===== config.mk =====
export PLATFORM = sky130hd
export DESIGN_NAME = fpu_sqrt_ctrl_flat
export DESIGN_NICKNAME = d
export VERILOG_FILES = /design/src/rtl/fpu_sqrt_ctrl_pkg.sv /design/src/rtl/fpu_sqrt_ctrl_if.sv /design/src/rtl/fpu_sqrt_ctrl_iter_cnt.sv /design/src/rtl/fpu_sqrt_ctrl.sv /design/src/flat_wrapper.sv
export SDC_FILE = /design/constraint.sdc
export NUM_CORES = 1
export LEC_CHECK = 0
export ABC_AREA = 1
export CAP_MARGIN = 20
export CORE_AREA = 8 8 45 47
export DETAILED_ROUTE_END_ITERATION = 10
export DIE_AREA = 0 0 53 55
export GPL_TIMING_DRIVEN = 0
export PLACE_DENSITY_LB_ADDON = 0.15
export SLEW_MARGIN = 40
export SYNTH_ARGS = -nofsm -noshare
export SYNTH_HDL_FRONTEND = slang
export SYNTH_SLANG_ARGS = --single-unit
export TNS_END_PERCENT = 10

===== constraint.sdc =====
create_clock -name clk -period 2.9 [get_ports clk]
set_clock_uncertainty 0.15 [all_clocks]
set_input_delay 0.725 -clock clk [delete_from_list [all_inputs] [get_ports clk]]
set_output_delay 0.725 -clock clk [all_outputs]
set_load 0.02 [all_outputs]

===== src/rtl/fpu_sqrt_ctrl_pkg.sv =====
// Shared definitions for the restoring square-root controller:
// state encoding, default sizing and result-mux select codes.
package fpu_sqrt_pkg;

    localparam int unsigned ITER_DEF  = 24;
    localparam int unsigned CNT_W_DEF = 5;

    typedef enum logic [1:0] {
        S_IDLE   = 2'd0,
        S_LOAD   = 2'd1,
        S_ITER   = 2'd2,
        S_FINISH = 2'd3
    } state_t;

    typedef enum logic {
        OUT_ROOT    = 1'b0,
        OUT_SPECIAL = 1'b1
    } out_sel_t;

endpackage


===== src/rtl/fpu_sqrt_ctrl_if.sv =====
// Handshake and datapath-control bundle between the FPU top/datapath
// (master) and the square-root controller (slave).
interface fpu_sqrt_ctrl_if #(
    parameter int unsigned CNT_W = 5
);
    logic             start;
    logic             byp;
    logic             abort;
    logic             rem_neg;
    logic             busy;
    logic             init_sel;
    logic             ld_rad;
    logic             ld_rem;
    logic             ld_root;
    logic             rem_sel;
    logic             q_bit;
    logic [CNT_W-1:0] iter_idx;
    logic             ld_out;
    logic             out_sel;
    logic             done;

    modport master (
        output start, byp, abort, rem_neg,
        input  busy, init_sel, ld_rad, ld_rem, ld_root, rem_sel, q_bit,
               iter_idx, ld_out, out_sel, done
    );

    modport slave (
        input  start, byp, abort, rem_neg,
        output busy, init_sel, ld_rad, ld_rem, ld_root, rem_sel, q_bit,
               iter_idx, ld_out, out_sel, done
    );
endinterface


===== src/rtl/fpu_sqrt_ctrl_iter_cnt.sv =====
// Iteration counter for the sqrt controller: clear has priority over
// enable; tc flags the last root-digit iteration.
module sqrt_iter_cnt
    import fpu_sqrt_pkg::*;
#(
    parameter int unsigned ITER  = ITER_DEF,
    parameter int unsigned CNT_W = CNT_W_DEF
) (
    input  logic             clk,
    input  logic             rst,
    input  logic             clr,
    input  logic             en,
    output logic [CNT_W-1:0] count,
    output logic             tc
);

    always_ff @(posedge clk or posedge rst) begin
        if (rst) begin
            count <= '0;
        end else if (clr) begin
            count <= '0;
        end else if (en) begin
            count <= count + 1'b1;
        end
    end

    assign tc = (count == CNT_W'(ITER - 1));

endmodule


===== src/rtl/fpu_sqrt_ctrl.sv =====
// Control FSM for the multi-cycle restoring square-root datapath:
// LOAD, ITER root-digit steps (or a bypass straight to FINISH), done pulse.
module fpu_sqrt_ctrl
    import fpu_sqrt_pkg::*;
#(
    parameter int unsigned ITER  = ITER_DEF,
    parameter int unsigned CNT_W = CNT_W_DEF
) (
    input  logic              clk,
    input  logic              rst,
    fpu_sqrt_ctrl_if.slave    bus
);

    state_t           state_q, state_d;
    logic             byp_q, byp_d;
    logic             cnt_clr, cnt_en, cnt_tc;
    logic [CNT_W-1:0] count;
    out_sel_t         out_sel;

    sqrt_iter_cnt #(
        .ITER  (ITER),
        .CNT_W (CNT_W)
    ) u_cnt (
        .clk   (clk),
        .rst   (rst),
        .clr   (cnt_clr),
        .en    (cnt_en),
        .count (count),
        .tc    (cnt_tc)
    );

    always_ff @(posedge clk or posedge rst) begin
        if (rst) begin
            state_q <= S_IDLE;
            byp_q   <= 1'b0;
        end else begin
            state_q <= state_d;
            byp_q   <= byp_d;
        end
    end

    always_comb begin
        state_d      = state_q;
        byp_d        = byp_q;
        cnt_clr      = 1'b0;
        cnt_en       = 1'b0;
        out_sel      = OUT_ROOT;
        bus.busy     = 1'b0;
        bus.init_sel = 1'b0;
        bus.ld_rad   = 1'b0;
        bus.ld_rem   = 1'b0;
        bus.ld_root  = 1'b0;
        bus.rem_sel  = 1'b0;
        bus.q_bit    = 1'b0;
        bus.ld_out   = 1'b0;
        bus.done     = 1'b0;

        unique case (state_q)
            S_IDLE: begin
                cnt_clr = 1'b1;
                // abort outranks a simultaneous start
                if (bus.start && !bus.abort) begin
                    byp_d   = bus.byp;
                    state_d = bus.byp ? S_FINISH : S_LOAD;
                end
            end
            S_LOAD: begin
                bus.busy = 1'b1;
                cnt_clr  = 1'b1;
                if (bus.abort) begin
                    state_d = S_IDLE;
                    byp_d   = 1'b0;
                end else begin
                    bus.init_sel = 1'b1;
                    bus.ld_rad   = 1'b1;
                    bus.ld_rem   = 1'b1;
                    bus.ld_root  = 1'b1;
                    state_d      = S_ITER;
                end
            end
            S_ITER: begin
                bus.busy    = 1'b1;
                bus.q_bit   = ~bus.rem_neg;
                bus.rem_sel = ~bus.rem_neg;
                if (bus.abort) begin
                    cnt_clr = 1'b1;
                    state_d = S_IDLE;
                    byp_d   = 1'b0;
                end else begin
                    bus.ld_rad  = 1'b1;
                    bus.ld_rem  = 1'b1;
                    bus.ld_root = 1'b1;
                    if (cnt_tc) begin
                        cnt_clr = 1'b1;
                        state_d = S_FINISH;
                    end else begin
                        cnt_en = 1'b1;
                    end
                end
            end
            S_FINISH: begin
                bus.busy = 1'b1;
                out_sel  = byp_q ? OUT_SPECIAL : OUT_ROOT;
                cnt_clr  = 1'b1;
                state_d  = S_IDLE;
                byp_d    = 1'b0;
                if (!bus.abort) begin
                    bus.ld_out = 1'b1;
                    bus.done   = 1'b1;
                end
            end
            default: begin
                state_d = S_IDLE;
                byp_d   = 1'b0;
            end
        endcase
    end

    assign bus.out_sel  = out_sel;
    assign bus.iter_idx = count;

endmodule


===== src/flat_wrapper.sv =====
// flat-port wrapper written by rule: the top's interface ports become plain ports
module fpu_sqrt_ctrl_flat import fpu_sqrt_pkg::*;
#(
    parameter int unsigned ITER  = ITER_DEF,
    parameter int unsigned CNT_W = CNT_W_DEF
)
  (clk, rst, bus_start, bus_byp, bus_abort, bus_rem_neg, bus_busy, bus_init_sel, bus_ld_rad, bus_ld_rem, bus_ld_root, bus_rem_sel, bus_q_bit, bus_iter_idx, bus_ld_out, bus_out_sel, bus_done);
  fpu_sqrt_ctrl_if #(.CNT_W(CNT_W)) bus_i ();
  input  logic clk;
  input  logic rst;
  input wire logic [$bits(bus_i.start)-1:0] bus_start;
  input wire logic [$bits(bus_i.byp)-1:0] bus_byp;
  input wire logic [$bits(bus_i.abort)-1:0] bus_abort;
  input wire logic [$bits(bus_i.rem_neg)-1:0] bus_rem_neg;
  output wire logic [$bits(bus_i.busy)-1:0] bus_busy;
  output wire logic [$bits(bus_i.init_sel)-1:0] bus_init_sel;
  output wire logic [$bits(bus_i.ld_rad)-1:0] bus_ld_rad;
  output wire logic [$bits(bus_i.ld_rem)-1:0] bus_ld_rem;
  output wire logic [$bits(bus_i.ld_root)-1:0] bus_ld_root;
  output wire logic [$bits(bus_i.rem_sel)-1:0] bus_rem_sel;
  output wire logic [$bits(bus_i.q_bit)-1:0] bus_q_bit;
  output wire logic [$bits(bus_i.iter_idx)-1:0] bus_iter_idx;
  output wire logic [$bits(bus_i.ld_out)-1:0] bus_ld_out;
  output wire logic [$bits(bus_i.out_sel)-1:0] bus_out_sel;
  output wire logic [$bits(bus_i.done)-1:0] bus_done;
  assign bus_i.start = bus_start;
  assign bus_i.byp = bus_byp;
  assign bus_i.abort = bus_abort;
  assign bus_i.rem_neg = bus_rem_neg;
  assign bus_busy = bus_i.busy;
  assign bus_init_sel = bus_i.init_sel;
  assign bus_ld_rad = bus_i.ld_rad;
  assign bus_ld_rem = bus_i.ld_rem;
  assign bus_ld_root = bus_i.ld_root;
  assign bus_rem_sel = bus_i.rem_sel;
  assign bus_q_bit = bus_i.q_bit;
  assign bus_iter_idx = bus_i.iter_idx;
  assign bus_ld_out = bus_i.ld_out;
  assign bus_out_sel = bus_i.out_sel;
  assign bus_done = bus_i.done;
  fpu_sqrt_ctrl #(.ITER(ITER), .CNT_W(CNT_W)) u_core (.clk(clk), .rst(rst), .bus(bus_i));
endmodule

Signal metal coverage by tile:
Bar = 20 µm. 11 x 11 tiles, from dark blue (low) to red (high), scaled to the fullest tile. Values are wire area over tile area, all layers added.
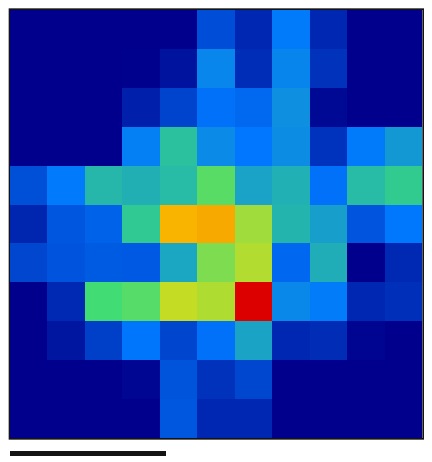
nearly empty tiles = 36%
fullest tile = 0.34
emptiest ninth of the die = north-west
tiles over half the peak = 9.1%

Congestion heat map:
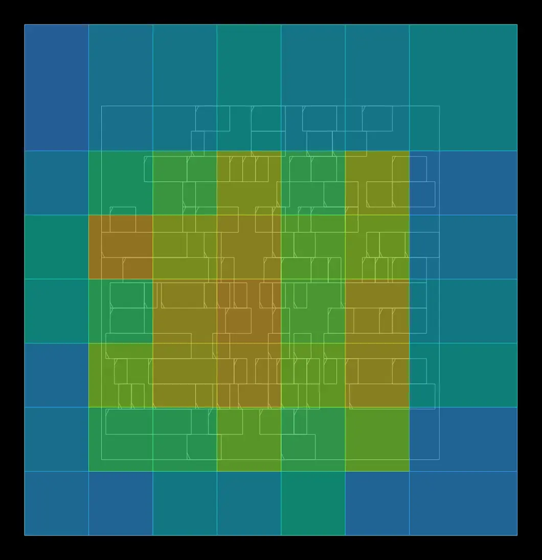
met2 Usage GRT: 12.5%
fin util: 55.2%
global-route track usage on met3: 4.81%
average wire per standard cell: 10.7 µm
GRT met1 Usage: 11.0%

Signal wires by layer:
Bar = 20 µm.
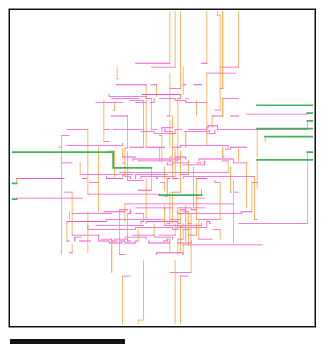
orange -> metal 2  # wire length 529 µm
magenta -> metal 1  # wire length 556 µm
green -> metal 3  # wire length 75.1 µm

[how the worst max path moves through the flow]
stage,cells after the start,slack (ns),to,start
2_1_floorplan,2,0.72,bus_ld_rem,bus_abort
3_3_place_gp,4,-0.18,bus_ld_rem,bus_abort
3_5_place_dp,4,-0.19,bus_ld_root,bus_abort
4_1_cts,4,0.05,bus_rem_sel,bus_rem_neg
5_1_grt,4,0.06,bus_ld_rem,bus_abort
6_report,4,0.10,bus_ld_root,bus_abort
[repair_timing]
item / 4_1_cts / 5_1_grt
endpoints found under the setup margin: 6 / 1
gates resized: 2 / 1
hold endpoints to repair: 0 / 0
cloned: 0 / 0
[registers in the layout, indices dropped and copies added (netlist names)]
signal / flops
u_core.u_cnt.count: 5
u_core.state_q: 2
u_core.byp_q: 1
[where the power goes]
part	switching [mW]	internal [mW]	total, mW
clock network	0.0367	0.0473	0.0840
registers	0.0172	0.134	0.151
logic	0.192	0.161	0.353
total	0.246	0.342	0.588
[layout by cell type, fill, tap and decap left out]
master and count:
clkbuf_4 3, o21ai_2 1, o21ai_1 1, inv_1 15
o21ai_0 4, xor2_1 1, clkdlybuf4s50_1 18, buf_4 4
a21oi_1 2, nand2_2 2, nor2_1 9, nand2_1 11
ha_1 5, clkinv_1 1, dfrtp_1 8, nor2_2 2
nand3_1 3, dlymetal6s2s_1 1, dlygate4sd2_1 1
[cell families after synthesis]
logic type,share of synthesized area [%]
AND/OR/NAND/NOR,21.7
buffers and inverters,17.4
AND-OR/OR-AND,8.45
flip-flops,38.6
adder cells (fa/ha/maj),12.1
XOR/XNOR,1.69
[per-stage QoR]
step	setup TNS (ns)	power, mW	instances	setup slack [ns]
floorplan	0	0.374	69	0.719
global placement	-0.639	0.504	105	-0.182
detailed placement	-0.646	0.508	105	-0.192
CTS	0	0.600	108	0.0471
global route	0	0.641	108	0.0560
finish	0	0.588	108	0.104
[metal layers]
layer	GRT usage [%]	wire length [µm]	up-vias	part of all wire, %
met4	2.59	0	0	0
met2	12.5	529	12	46
met5	0	0	-	0
met3	4.81	75	0	6.5
li1	-	-	248	-
met1	11.0	556	202	48
[worst max-delay path: stages]
cell	delay (ns)
dlygate4sd2_1	0.32
nor2_2	0.17
buf_4	0.12
clkdlybuf4s50_1	0.60
[area by class of cell]
class | instances | share of cell area (%)
buffer | 4 | 3.93
clock buffer | 3 | 2.95
inverter | 16 | 7.86
multi-input combinational | 41 | 30.1
sequential | 8 | 26.2
tap | 16 | 2.62
timing repair buffer | 20 | 26.4
==> CHANGELOG.md <==
## Flow update

* Yosys synthesis chip area at approximately 520 µm²
* Critical path peak fanout at 6
* Maximum VDD drop at around 360 µV
* Count leader, synth: inv_1
* P&R area growth vs syn at 47.6%
* Largest cells by area after synthesis: dfrtp_1, ha_1, inv_1
* Register area at 200 µm²
* Post-Syn Area per Cell at 7.51 µm²
* Leak at between 0.4 and 0.5 nW
* Initial antenna violation count at 0
* R2R Setup Slk at approximately 1.5 ns
* Via count at between 400 and 500
* CTS Buf Count at 3
* Cells in synth_stat.txt at 69
* Via count of the first global-routing pass at between 400 and 500
* Top Ports at 21
* Final Critical Period at 2.80 ns
* Clock slew at reported path FFs at 0.05 ns
* Synth Register Bits at 8
* Number of enable flip-flop cells at 0
* Min Hold Slack at 0.340 ns
* Die area at a little under 3000 µm²
* Clock Latency Late Sink at 0.25 ns
* Via/cell ratio at approximately 4.3
* Final wirelength at ~1200 µm
* DRC at 0
* Worst setup SP type: input pin
* Most used flip-flop cell: dfrtp_1
* Final HPWL DP at about 1000 µm
* Die height at ~55 µm
* Synth Warn # at 0
* Hold Crit Class: reg -> reg
* Slew at the pin closest to its max-slew limit at approximately 0.31 ns
* Max Freq at 358 MHz
* H-tree depth at 1
* Critical path capture point type: output pin
* CORE AREA at approximately 1400 µm²
* Worst R2R End: u_core.state_q[0]
* HP Start: u_core.u_cnt.count[0]
* Layout Nets at ~110
* Final setup fails at 0
* R2r startpoint: u_core.u_cnt.count[0]
* Gr usage total at between 8 and 9%
* Post-CTS Hold Buffers at 0
* Clk sink count at 8
* Port buffer count at 20
* # Post-CTS Setup Buffers at 0
* Row cnt at 14
* Final hold vios at 0
* Filler cells at roughly 140
* Post-placement cell area at roughly 740 µm²
* Root Driver: clkbuf_4
* RSZ-0062 raised after global routing: false
* 1st-pass router iterations at 2
* Floorplan Utilization at around 37%
* Max-slew violations at 0
* WS Path Type: in -> out
* Hold Path Depth at 1
* Pwr per Cell Area at around 770 nW/µm²
* Outcome: completed
* Worst R2R Path Depth at 7
* Comb area at 230 µm²
* Synth Net Count at around 80
* Share of layout cells above drive strength 1 at between 10% and 20%
* Post-synth top area share at roughly two fifths
* Final instance area at 764 µm²
* Diodes inserted at 0
* Global placer's final weighted congestion at 0.793
* CTS tree: done
* Post-synthesis cell area at 518 µm²
* Number of OpenROAD warnings at 29
* Synth Seq Share at 38.6%
* Die width at 53 µm
* First-pass GRT wire length at 1850 µm
* Post-synth cell types at 15
Power figures rest on the tool's default switching activity, not on a simulated workload.
